==> src/rtl/writeback_regfile.sv <==
// writeback_regfile
// -----------------
// Writeback stage and architectural register file of the sequential Y86-64
// core. Each retiring instruction's destinations (dstE/dstM) are decoded
// here, values are committed on the rising clock edge, and all fifteen
// registers are exported as flops for the decode stage to read.
// Processor status (AOK/HLT/INS) is tracked here as well; once the core
// leaves AOK all architectural state is frozen until reset.
//
// Ports
//   clk        rising-edge clock
//   rst_n      asynchronous active-low reset
//   wb_valid   an instruction retires this cycle
//   icode      instruction code
//   cnd        condition outcome from execute (used by cmovXX)
//   rA, rB     register specifiers (4'hF = no register)
//   valE       ALU result
//   valM       memory read data
//   reg_mem0..reg_mem14  registered contents of R0..R14
//   stat       2'b00 AOK, 2'b01 HLT, 2'b10 INS
//   wb_busy    high whenever stat != AOK (commits are blocked)
//   retired    count of committed instructions, wraps at 2^32
//
// Configuration macro
//   WB_RETIRE_CNT_EN  when defined, the 32-bit retired counter is built;
//                     otherwise retired is tied to zero.

module writeback_regfile #(
    parameter int W    = 64,
    parameter int NREG = 15
) (
    input  logic         clk,
    input  logic         rst_n,
    input  logic         wb_valid,
    input  logic [3:0]   icode,
    input  logic         cnd,
    input  logic [3:0]   rA,
    input  logic [3:0]   rB,
    input  logic [W-1:0] valE,
    input  logic [W-1:0] valM,
    output logic [W-1:0] reg_mem0,
    output logic [W-1:0] reg_mem1,
    output logic [W-1:0] reg_mem2,
    output logic [W-1:0] reg_mem3,
    output logic [W-1:0] reg_mem4,
    output logic [W-1:0] reg_mem5,
    output logic [W-1:0] reg_mem6,
    output logic [W-1:0] reg_mem7,
    output logic [W-1:0] reg_mem8,
    output logic [W-1:0] reg_mem9,
    output logic [W-1:0] reg_mem10,
    output logic [W-1:0] reg_mem11,
    output logic [W-1:0] reg_mem12,
    output logic [W-1:0] reg_mem13,
    output logic [W-1:0] reg_mem14,
    output logic [1:0]   stat,
    output logic         wb_busy,
    output logic [31:0]  retired
);

    localparam logic [3:0] REG_NONE = 4'hF;
    localparam logic [3:0] REG_RSP  = 4'h4;

    localparam logic [3:0] I_HALT   = 4'h0;
    localparam logic [3:0] I_CMOVXX = 4'h2;
    localparam logic [3:0] I_IRMOVQ = 4'h3;
    localparam logic [3:0] I_MRMOVQ = 4'h5;
    localparam logic [3:0] I_OPQ    = 4'h6;
    localparam logic [3:0] I_CALL   = 4'h8;
    localparam logic [3:0] I_RET    = 4'h9;
    localparam logic [3:0] I_PUSHQ  = 4'hA;
    localparam logic [3:0] I_POPQ   = 4'hB;

    typedef enum logic [1:0] {
        ST_AOK = 2'b00,
        ST_HLT = 2'b01,
        ST_INS = 2'b10
    } stat_t;

    stat_t stat_reg;

    logic [3:0] dst_e;
    logic [3:0] dst_m;
    logic       commit_en;     // instruction may update architectural state
    logic       icode_legal;   // icode 0..B

    logic [W-1:0] regs_reg [NREG];

    // ------------------------------------------------------------------
    // Destination decode
    // ------------------------------------------------------------------
    always_comb begin
        dst_e = REG_NONE;
        case (icode)
            I_CMOVXX:                          dst_e = cnd ? rB : REG_NONE;
            I_IRMOVQ, I_OPQ:                   dst_e = rB;
            I_CALL, I_RET, I_PUSHQ, I_POPQ:    dst_e = REG_RSP;
            default:                           dst_e = REG_NONE;
        endcase
    end

    always_comb begin
        dst_m = REG_NONE;
        if (icode == I_MRMOVQ || icode == I_POPQ) begin
            dst_m = rA;
        end
    end

    // Writes are only possible in AOK. Halt and illegal icodes decode to
    // no destination, so they never touch the register file here.
    assign commit_en   = wb_valid && (stat_reg == ST_AOK);
    assign icode_legal = (icode <= I_POPQ);

    // ------------------------------------------------------------------
    // Register file: one flop bank per register. When both ports target
    // the same register, the memory port has priority (popq %rsp).
    // ------------------------------------------------------------------
    generate
        for (genvar gi = 0; gi < NREG; gi++) begin : g_reg
            localparam logic [3:0] IDX = gi[3:0];
            always_ff @(posedge clk or negedge rst_n) begin
                if (!rst_n) begin
                    regs_reg[gi] <= '0;
                end else if (commit_en) begin
                    if (dst_m == IDX) begin
                        regs_reg[gi] <= valM;
                    end else if (dst_e == IDX) begin
                        regs_reg[gi] <= valE;
                    end
                end
            end
        end
    endgenerate

    assign reg_mem0  = regs_reg[0];
    assign reg_mem1  = regs_reg[1];
    assign reg_mem2  = regs_reg[2];
    assign reg_mem3  = regs_reg[3];
    assign reg_mem4  = regs_reg[4];
    assign reg_mem5  = regs_reg[5];
    assign reg_mem6  = regs_reg[6];
    assign reg_mem7  = regs_reg[7];
    assign reg_mem8  = regs_reg[8];
    assign reg_mem9  = regs_reg[9];
    assign reg_mem10 = regs_reg[10];
    assign reg_mem11 = regs_reg[11];
    assign reg_mem12 = regs_reg[12];
    assign reg_mem13 = regs_reg[13];
    assign reg_mem14 = regs_reg[14];

    // ------------------------------------------------------------------
    // Status machine. HLT and INS are absorbing until reset.
    // ------------------------------------------------------------------
    always_ff @(posedge clk or negedge rst_n) begin
        if (!rst_n) begin
            stat_reg <= ST_AOK;
        end else begin
            case (stat_reg)
                ST_AOK: begin
                    if (wb_valid) begin
                        if (icode == I_HALT) begin
                            stat_reg <= ST_HLT;
                        end else if (!icode_legal) begin
                            stat_reg <= ST_INS;
                        end
                    end
                end
                ST_HLT:  stat_reg <= ST_HLT;
                ST_INS:  stat_reg <= ST_INS;
                default: stat_reg <= ST_INS;
            endcase
        end
    end

    assign stat    = stat_reg;
    assign wb_busy = (stat_reg != ST_AOK);

    // ------------------------------------------------------------------
    // Retired-instruction counter. Halt counts; illegal icodes do not.
    // ------------------------------------------------------------------
`ifdef WB_RETIRE_CNT_EN
    logic [31:0] retired_reg;

    always_ff @(posedge clk or negedge rst_n) begin
        if (!rst_n) begin
            retired_reg <= 32'd0;
        end else if (commit_en && icode_legal) begin
            retired_reg <= retired_reg + 32'd1;
        end
    end

    assign retired = retired_reg;
`else
    assign retired = 32'd0;
`endif

endmodule

==> config.mk <==
export PLATFORM = sky130hd
export DESIGN_NAME = writeback_regfile
export DESIGN_NICKNAME = d
export VERILOG_FILES = /design/src/rtl/writeback_regfile.sv
export SDC_FILE = /design/constraint.sdc
export NUM_CORES = 1
export LEC_CHECK = 0
export CORE_AREA = 10 10 434 436
export DETAILED_ROUTE_END_ITERATION = 8
export DIE_AREA = 0 0 444 446
export PLACE_DENSITY = 0.46
export SYNTH_ARGS = -nofsm -noshare
export SYNTH_HDL_FRONTEND = slang
export SYNTH_SLANG_ARGS = --single-unit
==> constraint.sdc <==
create_clock -name clk -period 4.7 [get_ports clk]
set_input_delay 1.175 -clock clk [delete_from_list [all_inputs] [get_ports clk]]
set_output_delay 1.175 -clock clk [all_outputs]
set_load 0.005 [all_outputs]
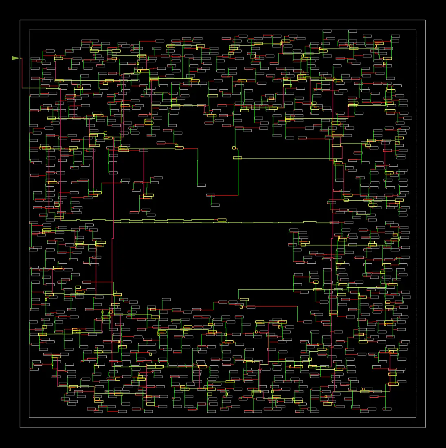
*Clock nets*
CTS Sinks: 962
tally of clock buffers in the finished layout: 181
flop count: 962
number of buffers added by the clock tree synthesis step: 117
source-to-sink clock delay at the later pin of the worst-skew pair: 0.78 ns

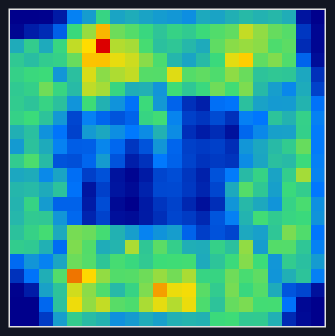
*Wiring heat map*
22 x 22 tiles, from dark blue (low) to red (high), scaled to the fullest tile. Values are wire area over tile area, all layers added.
fullest tile: 0.63
mean over tiles: 0.23
nearly empty tiles: 3.7%
emptiest ninth of the die: centre
tiles over half the peak: 24%

==> flow_metrics.rpt <==
=== SYNTHESIS / PLACE & ROUTE SUMMARY ===
----------------------------------------------------
[Power and ir drop]
  Switch share ........................ 29.6%
  Fraction of power consumed by sequential logic ........................ a little under two fifths
  Pwr Total ........................ 28.4 mW
  Reported leakage power ........................ 27.3 nW
  Worst voltage drop across the vdd grid ........................ 0.000330 V
  Power dissipated by switching net loads ........................ 8.41 mW
  Cell internal power dissipation ........................ 20.0 mW
  Power density cells ........................ 437 nW/um2
  Part of the total power dissipated in the clock network ........................ 34.2%
  Logic gate share of total power ........................ between 20% and 30%

[Synthesis]
  Synthesized cell area ........................ approximately 48,000 um2
  Post-Syn Area per Cell ........................ 11.8 um2
  Main flop type ........................ sky130_fd_sc_hd__dfrtp_1
  Count leader, synth ........................ sky130_fd_sc_hd__dfrtp_1
  Library cell occupying the most area in the post-synthesis netlist ........................ sky130_fd_sc_hd__dfrtp_1
  Post-synth area from yosys stat ........................ 47,500 um2
  Syn. warnings ........................ 0
  Number of standard cells reported by yosys ........................ 4,037
  Synth flops ........................ slightly below 1,000
  Portion of the post-synthesis area used by sequential elements ........................ 50.7%
  Asr flop ratio synth ........................ 100%
  Post-synth tally of flip-flops with integrated enable ........................ 0
  Post-Syn Instances ........................ 4,037
  Leading cell types by count after synthesis ........................ sky130_fd_sc_hd__dfrtp_1 (962), sky130_fd_sc_hd__clkbuf_1 (303), sky130_fd_sc_hd__mux2_2 (266)
  Top area cell types ........................ sky130_fd_sc_hd__dfrtp_1 (51%), sky130_fd_sc_hd__mux2_2 (6.3%), sky130_fd_sc_hd__mux2_4 (5.7%)
  Yosys top cell area share ........................ 50.7%
  Number of distinct standard cells referenced by the synthesized netlist ........................ 73

[Final timing]
  Final count of hold timing violations ........................ 0
  Period utilization ........................ 78.4%
  Minimum period implied by the final worst setup slack ........................ 3.68 ns
  Worst Hold Slack ........................ 0.430 ns
  Total count of max-transition violations in the final report ........................ 0
  Tightest Pin Transition ........................ 1.28 ns
  Slew HR ........................ 14.3%
  Final sum of negative setup slack ........................ 0 ns
  Setup violation total in the final timing report ........................ 0
  Largest clock skew in the final design ........................ approximately 0.014 ns
  Peak Freq ........................ 271 MHz
  Setup repair after global routing missed its margin ........................ false
  Post-route worst setup slack ........................ between 1 and 1.5 ns

[Setup path]
  Most used cell along the critical path ........................ sky130_fd_sc_hd__buf_4
  Startpoint types ........................ input port
  Reg-to-reg critical path endpoint ........................ reg_mem9[4]
  Critical path's largest stage delay ........................ 0.86 ns
  Crit path DAT ........................ about 4.3 ns
  Critical Path Stages ........................ 8
  Data required time at the worst endpoint ........................ 5.36 ns
  Worst r2r path cells ........................ 7
  Worst flop-to-flop path startpoint ........................ stat[1]
  Critical path startpoint ........................ icode[3]
  Critical-path top delay cell ........................ sky130_fd_sc_hd__clkdlybuf4s50_1
  Crit path to ........................ reg_mem12[40]
  Critical path buffer and inverter count ........................ 3
  Cell family with most CP delay ........................ buffers and inverters
  Maximum fanout encountered on the critical timing path ........................ 30
  Nature of the critical path endpoint ........................ flip-flop
  R2R Setup Slk ........................ between 1.5 and 2 ns
  Cells along the critical path ........................ clkdlybuf4s50_1 -> and3b_1 -> o21a_1 -> buf_4 -> nand4_1 -> buf_4 -> o22a_1 -> o221a_2
  Worst Path Class, Setup ........................ input port to flip-flop

[Detailed routing]
  Pre-antenna DRT Iters ........................ 5
  Via/cell ratio ........................ around 5.6
  Via count ........................ approximately 42,000
  Post-route antenna net violation count ........................ 0
  Number of remaining DRC errors ........................ 0
  Final Routed Wirelength ........................ between 200,000 and 300,000 um
  Starting DRC count in detailed routing ........................ roughly 4,300
  Post-DR wirelength/cell ........................ about 37 um

[Global route]
  Pin count of the biggest net entering global routing ........................ about 140
  Number of global-route vias before repair ........................ 41,300
  Met1 usage in global routing ........................ 32.4%
  Total routing usage reported by global routing ........................ 26.6%
  Met3 global-route usage ........................ between 6 and 7%
  Layer with the highest usage after global routing ........................ met2
  Wire length of the first global-routing pass ........................ 375,000 um
  Gr ovfl total ........................ 0
  Met2 layer usage reported by global route ........................ 43.7%
  Initial antenna violation count ........................ 18

[Placed design]
  Gp weighted congestion ........................ 0.829
  Placed Area ........................ 60,800 um2
  Post-placement setup slack ........................ 0.246 ns
  Post-DP HPWL ........................ 185,000 um
  # port buffers ........................ roughly 1,100
  Inst Count DP ........................ 7,178

[Floorplanning]
  Total core area ........................ 180,000 um2
  Rows ........................ 156
  Overall die area ........................ 198,000 um2
  Chip width ........................ 444 um
  Starting density of the core ........................ 26.4%
  DIE HEIGHT ........................ between 400 and 500 um
  Top-level I/O count ........................ 1,139

[Clock tree]
  Post-CTS Resized ........................ 0
  Post-CTS Setup Repair Bufs ........................ 0
  Hold-fix buffers, CTS ........................ 0
  CTS tree ........................ built
  Clock Pin Slew Worst Setup and Hold Paths ........................ 0.06 ns
  Clock H-tree levels ........................ 3
  Clock Root Buffer ........................ sky130_fd_sc_hd__clkbuf_16
  Maximum buffer depth of the clock tree ........................ 3

[Cells and area]
  Finished Cell Area ........................ ~65,000 um2
  Combined area of the multi-input logic cells ........................ 19,900 um2
  # fillers ........................ 17,600
  Area growth from synthesis to layout ........................ 36.5%
  Non-filler instance count after layout ........................ 7,410
  Flop area ........................ 24,100 um2
  Final core utilization ........................ 36.1%
  Fraction of layout cells with a size suffix above 1 ........................ 21.7%
  Count of nets after finishing ........................ 5,071

[Flow run]
  Max-cap violations ........................ 0
  OpenROAD warnings ........................ 35

[Min path]
  Kind of path behind the tightest hold check ........................ input port to async pin

[Status]
  Status ........................ complete, no violations

----------------------------------------------------
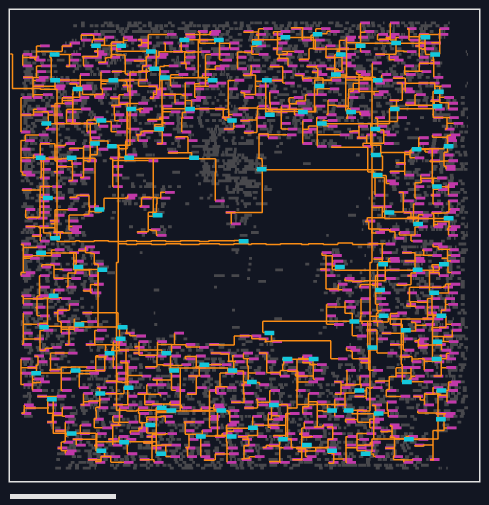
*Clock network drawn from the DEF*
Scale bar: 100 um.
[clock wires] orange | length: 16,400 um
[flip-flops] magenta | count: 962
[clock-net drivers] cyan | count: 117
routed clock nets: 118

==> power groups by stage <==
stage          Clock [mW]  Sequential, mW  Combinational (mW)
6_report             9.70            10.9                7.81
3_5_place_dp            0            11.0                7.83
2_1_floorplan           0            10.9                2.66
5_1_grt              10.2            11.0                8.19
4_1_cts              9.89            10.9                7.86
3_3_place_gp            0            11.0                7.80
==> logic make-up after synthesis <==
| kind of cell | synth area share [%] |
|---|---|
| DFF | 50.7 |
| buffers and inverters | 8.20 |
| AOI/OAI and AO/OA | 20.1 |
| and+or+nand+nor | 7.43 |
| other | 0.00789 |
| muxes | 13.6 |
==> final cells by class <==
cell class / count / area share, %
clock buffer: 181 / 5.49
antenna: 12 / 0.0463
multi-input combinational: 2322 / 30.7
sequential: 962 / 37.1
clock inverter: 39 / 0.704
timing repair buffer: 1267 / 19.9
tap: 2370 / 4.57
inverter: 257 / 1.49
==> cell usage in the layout (no fill, tap or decap), types with 5 or more instances in the layout <==
master,n
sky130_fd_sc_hd__diode_2,12
sky130_fd_sc_hd__clkdlybuf4s50_1,1105
sky130_fd_sc_hd__a221oi_1,191
sky130_fd_sc_hd__inv_1,257
sky130_fd_sc_hd__o22ai_1,192
sky130_fd_sc_hd__inv_6,8
sky130_fd_sc_hd__a21oi_1,66
sky130_fd_sc_hd__a2bb2oi_1,128
sky130_fd_sc_hd__clkbuf_16,119
sky130_fd_sc_hd__buf_12,51
sky130_fd_sc_hd__conb_1,32
sky130_fd_sc_hd__o22a_1,64
sky130_fd_sc_hd__a22oi_1,64
sky130_fd_sc_hd__clkbuf_1,27
sky130_fd_sc_hd__nor2_1,199
sky130_fd_sc_hd__dfrtp_1,962
sky130_fd_sc_hd__bufinv_16,9
sky130_fd_sc_hd__nand2_1,131
sky130_fd_sc_hd__clkbuf_8,35
sky130_fd_sc_hd__mux2_2,266
sky130_fd_sc_hd__o221a_2,170
sky130_fd_sc_hd__mux2_4,180
sky130_fd_sc_hd__nor3_1,73
sky130_fd_sc_hd__clkinv_2,20
sky130_fd_sc_hd__buf_4,110
sky130_fd_sc_hd__o221a_1,22
sky130_fd_sc_hd__o32ai_1,192
sky130_fd_sc_hd__or3_1,128
sky130_fd_sc_hd__nand3_4,11
sky130_fd_sc_hd__o211ai_1,7
sky130_fd_sc_hd__mux2_1,66
sky130_fd_sc_hd__and3_4,5
sky130_fd_sc_hd__nor3_2,63
sky130_fd_sc_hd__nor2b_1,6
==> worst register-to-register path, cell delays in order, from the launching register on <==
cell and delay, ns:
sky130_fd_sc_hd__dfrtp_1 0.48, sky130_fd_sc_hd__or3b_1 0.59, sky130_fd_sc_hd__buf_4 0.25, sky130_fd_sc_hd__nor3b_2 0.28, sky130_fd_sc_hd__buf_4 0.22, sky130_fd_sc_hd__nand2_4 0.52
sky130_fd_sc_hd__nor2_1 0.50, sky130_fd_sc_hd__nor3_2 0.08
==> layer usage <==
layer  share of wire (%)  routed length [um]
met3                 7.6               21000
met4                 5.9               16200
met1                  39              109000
met5                   0                   0
met2                  47              131000
Power figures rest on the tool's default switching activity, not on a simulated workload.
